Fig. 1: run 1, signal wires on met2
Drawn at 6 px/µm. Cells faint in the background.
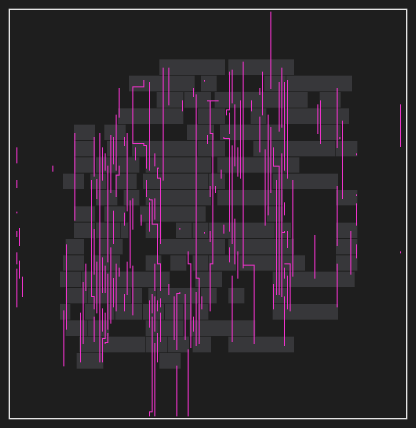
Fig. 2: run 1, clock routing
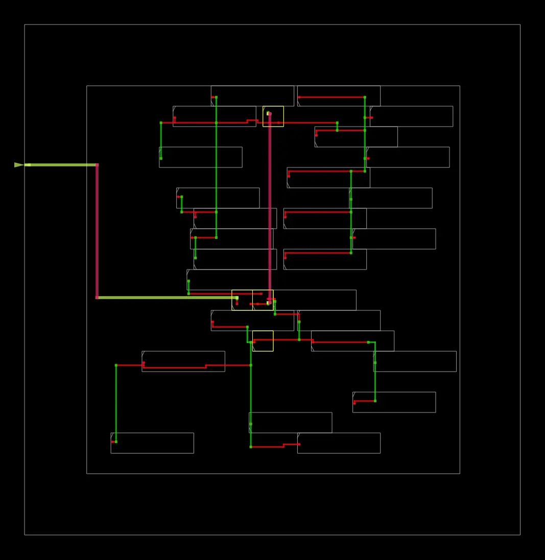
Fig. 3: run 1, I/O pins on the die edge
Drawn at 4 px/µm. Pins as bars across the die edge, other pins in gray.
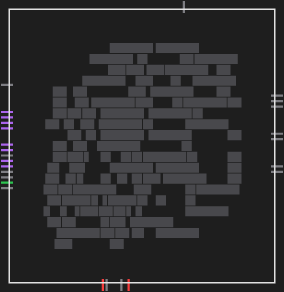
Design dff_pipe, sky130hd; sources not shown.
==> impl_metrics.tcl, run 1 <==
# implementation run metrics
set metrics [dict create \
    run_status "finished clean" \
    final.setup.worst_slack_ps 601 \
    routedWlPerCell_um 15.9 \
    holdWs_ps 390 \
    worstPathCellList "clkdlybuf4s50_1, and2b_4, nor3b_2, clkbuf_2" \
    family_with_the_most_delay_on_the_worst_path "buffers and inverters" \
    worstSetupPathDepth 4 \
    clock_pin_slew_on_the_worst_setup_and_hold_paths_ps 160 \
    n_tap_cell 31 \
    worst-endpoint-required_ps 2440 \
    num-fill-cells 211 \
    antenna_violating_nets_left 0 \
    post_synth_ao_oa_area_fraction_pct 2.90 \
    critical-path-slowest-cell "sky130_fd_sc_hd__clkdlybuf4s50_1" \
    post_synth_xor_area_fraction_pct 0 \
    layout.cells.non_filler 137 \
    cpPeakStageDelay_ps 470 \
    antenna_violations_before_repair 0 \
    arrival_time_at_the_worst_endpoint_ps 1840 \
    drt_iter0_drc 14 \
    tightest_slew_margin_relative_to_the_limit_pct 81.2 \
    clk_path_buf_depth 2 \
    timing.max_cap.violations 0 \
    post_detailed_route_drc_marker_count 0 \
    rsz0062_at_grt "no" \
    port_buffer_count 25 \
    area_share_clock_buf_inv_pct 1.90 \
    comb_share_pct 26.2 \
    ff2ff_path_depth 3 \
    warning_count 27 \
    area_of_placed_instances_um2 1560 \
    synth.area.mux_share_pct 0 \
    design.die.area_um2 4490 \
    dp_hpwl_mm 1.69 \
    power.switching_w 0.000145 \
    crit_path_max_fanout 13 \
    seqCellArea_um2 811 \
    netSwitchingFraction_pct 23.1 \
    grt_start_max_net_pins 20 \
    grt_pass1_wl_mm 3.50 \
    synth_flops 27 \
    layout.buffer.nonclock.area_share_pct 17.7 \
    hold-path-cell-count 1 \
    topCellsByArea "sky130_fd_sc_hd__edfxtp_1 (63%), sky130_fd_sc_hd__nor3b_2 (9.7%), sky130_fd_sc_hd__and4b_1 (5.4%)" \
    nature_of_the_critical_path_endpoint "primary output" \
    seq_area_share_pct 51.3 \
    power_report.internal_total_w 0.000485 \
    hold_violations 0 \
    synthDistinctLibCells 17 \
    utilization_after_layout_pct 61.6 \
    core.rowCount 19 \
    share_of_total_power_in_combinational_logic_pct 12.5 \
    floorplan.nets 93 \
    place_ws_ps 152 \
    io-pin-count 26 \
    setup_viol 0 \
    comb_area_um2 414 \
    drive_gt1_share_pct 25.5 \
    p_clk_share_pct 23.5 \
    buffers 30 \
    core-area_um2 2570 \
]
## Picture notes: Fig. 1
main direction: vertical
nets with wire on the layer: 110
longest straight run: 38.1 µm
share of all routed wire: 52%
wire length on this layer: 1140 µm
vias after detailed routing: 740
grt met2 use: 19.4%
Routed Wire Length: 2.18 mm

## Picture notes: Fig. 2
Skew-Pair Late Insertion Delay: 330 ps
Seq cells: 27
sink count of the clock tree: 27

## Picture notes: Fig. 3
[count] red | pins: 2 | direction: output | edge: bottom
[in_ready] green | pins: 1 | direction: output | edge: left
[d] purple | pins: 8 | direction: input | edge: left
all pins by edge: 14 left, 7 right, 4 bottom, 1 top
vertical die size: 68 µm
horizontal die dimension: 66 µm

-- run 1: synthesized netlist by cell type (all sizes together) --
library cell and count:
nand3b 1, and3b 1, o21ai 3, nand2 2
and4b 10, edfxtp 27, inv 2, o31ai 3
clkbuf 1, fa 1, and2b 2, and2 1
nor3b 18, buf 5, nor3 1
-- run 1: power groups by stage --
stage	clock [W]	sequential, W	combinational, W
after floorplan	0	0.000416	0.0000360
after CTS	0.000147	0.000403	0.0000794
after global placement	0	0.000410	0.0000790
after global routing	0.000162	0.000405	0.0000837
after detailed placement	0	0.000411	0.0000816
final	0.000148	0.000403	0.0000789
-- run 1: layer usage --
| layer | routed length (µm) | track usage [%] |
|---|---|---|
| met5 | 0 | 0 |
| met4 | 42 | 5.60 |
| met3 | 120 | 2.95 |
| met2 | 1140 | 19.4 |
| met1 | 872 | 10.2 |
==> inputs of run 2 (changes only) <==
--- a/config.mk
+++ b/config.mk
@@ -6,14 +6,14 @@
 export NUM_CORES = 1
 export LEC_CHECK = 0
 export CAP_MARGIN = 5
-export CORE_AREA = 8 8 58 60
+export CORE_AREA = 8 8 60 62
 export CTS_CLUSTER_DIAMETER = 100
 export CTS_CLUSTER_SIZE = 16
 export DETAILED_ROUTE_END_ITERATION = 10
-export DIE_AREA = 0 0 66 68
+export DIE_AREA = 0 0 68 70
 export GPL_TIMING_DRIVEN = 1
 export HOLD_SLACK_MARGIN = 0.03
-export PLACE_DENSITY = 0.82
+export PLACE_DENSITY = 0.76
 export SETUP_SLACK_MARGIN = 0.5
 export SYNTH_ARGS = -nofsm -noshare
 export SYNTH_HDL_FRONTEND = slang
==> constraint.sdc (replaced) <==
create_clock -name clk -period 2.7 [get_ports clk]
set_clock_uncertainty 0.2 [all_clocks]
set_input_delay 0.54 -clock clk [delete_from_list [all_inputs] [get_ports clk]]
set_output_delay 0.54 -clock clk [all_outputs]
set_load 0.02 [all_outputs]
==> impl_metrics.tcl, run 2 <==
# implementation run metrics
set metrics [dict create \
    design.die.area_um2 4760 \
    port_buffer_count 25 \
    drive_gt1_share_pct 34.2 \
    comb_area_um2 418 \
    ff2ff_path_depth 5 \
    highest_layer "met4" \
    p_clk_share_pct 22.1 \
    drt_iter0_drc 24 \
    grt_pass1_wl_mm 3.66 \
    io-pin-count 26 \
    power.combinational.total_w 0.000106 \
    sequentialPower_w 0.000493 \
    post_synth_xor_area_fraction_pct 0 \
    num-fill-cells 218 \
    setup_viol 0 \
    antenna_violating_nets_left 0 \
    synth-edff-count 27 \
    share_of_total_power_in_combinational_logic_pct 13.7 \
    layout.buffer.nonclock.area_share_pct 20.6 \
    groute.layer.met2.usage_pct 16.8 \
    area_of_placed_instances_um2 1610 \
    buffers 38 \
    topCellsByArea "sky130_fd_sc_hd__edfxtp_1 (63%), sky130_fd_sc_hd__nor3b_2 (9.7%), sky130_fd_sc_hd__and4b_1 (5.4%)" \
    asyncSetResetFlopFracSynth_pct 0 \
    timing.max_cap.violations 0 \
    worst-endpoint-required_ps 1960 \
    post_synth_ao_oa_area_fraction_pct 2.90 \
    synth.area.mux_share_pct 0 \
    pwr.group.clock_w 0.000170 \
    n_tap_cell 31 \
    totalWireLength_mm 2.17 \
    worst_skew_pair.late_latency_ps 320 \
    dr_wl_met3_um 91 \
    holdWs_ps 396 \
    synthDistinctLibCells 17 \
    clk_path_buf_depth 2 \
    netlist_top_cells_count "sky130_fd_sc_hd__edfxtp_1 (27), sky130_fd_sc_hd__nor3b_2 (10), sky130_fd_sc_hd__nor3b_1 (8)" \
    comb_share_pct 25.5 \
    cpPeakStageDelay_ps 460 \
    netlist.top_cell.by_instances "sky130_fd_sc_hd__edfxtp_1" \
    wirelength_met1_um 920 \
    cts.sinks 27 \
    routed_length_on_met2_mm 1.10 \
    grt.met3_usage_pct 1.28 \
    run_status "finished clean" \
    arrival_time_at_the_worst_endpoint_ps 1490 \
    nature_of_the_critical_path_endpoint "primary output" \
    crit_path_max_fanout 3 \
    floorplan.nets 93 \
    seqCellArea_um2 811 \
    hold_violations 0 \
    ys_dominant_reg_cell "sky130_fd_sc_hd__edfxtp_1" \
    die-height_um 70 \
    chipWidth_um 68 \
    sequential_cell_total 27 \
    global_route.usage.met1_pct 10.6 \
    worstPathCellList "buf_6, and4b_2, nor3b_2, buf_4" \
    clock_pin_slew_on_the_worst_setup_and_hold_paths_ps 140 \
    dp_hpwl_mm 1.67 \
    route.vias.total 790 \
    place_ws_ps -76.9 \
    antenna_violations_before_repair 0 \
    hold-path-cell-count 1 \
]
[run 2: cell counts after synthesis]
Identical to the previous run, type by type.
[run 2: kinds of logic after synthesis]
kind of cell    after synthesis
simple gates                 36
fa+ha+maj                     1
compound gates                6
buf+inv                       8
flops                        27
[run 2: stage by stage]
step | utilization, % | cells | total power (W) | setup TNS (ps)
CTS | 61.3 | 145 | 0.000773 | 0
floorplan | - | 78 | 0.000553 | 0
finish | 61.6 | 145 | 0.000768 | 0
detailed placement | 60.4 | 139 | 0.000609 | -76.9
global placement | 60.4 | 139 | 0.000603 | -81.8
global route | 61.6 | 145 | 0.000803 | 0
[run 2: worst max-delay path, delay by kind of cell (launching register included)]
family                 cells  cell delay [ps]
flip-flops                 1              460
AND/OR/NAND/NOR            2              410
buffers and inverters      2              310
Fig. 4: run 2, placed cells, one color a class
Drawn at 6 px/µm. Fill, decap, tap and diode cells in gray.
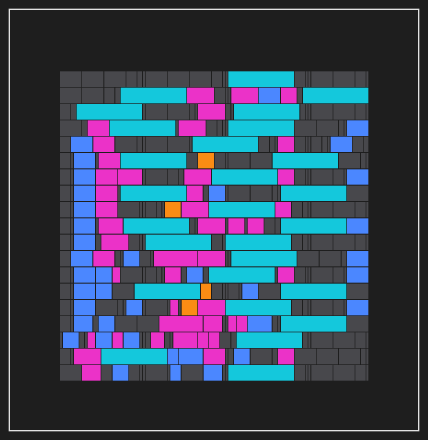
[flip-flops] cyan | cells: 27 | share of their area: 51%
[clock drivers and dummy loads] orange | cells: 4 | share of their area: 1.7%
[other buffers and delay cells] blue | cells: 38 | share of their area: 21%
[all other logic] magenta | cells: 45 | share of their area: 27%
Cell Rows: 19
utilization after layout: 61.6%
finished layout cell area: 1640 µm²
flop share of the area: 49.4%

Power is estimated from default activity; no workload was simulated.
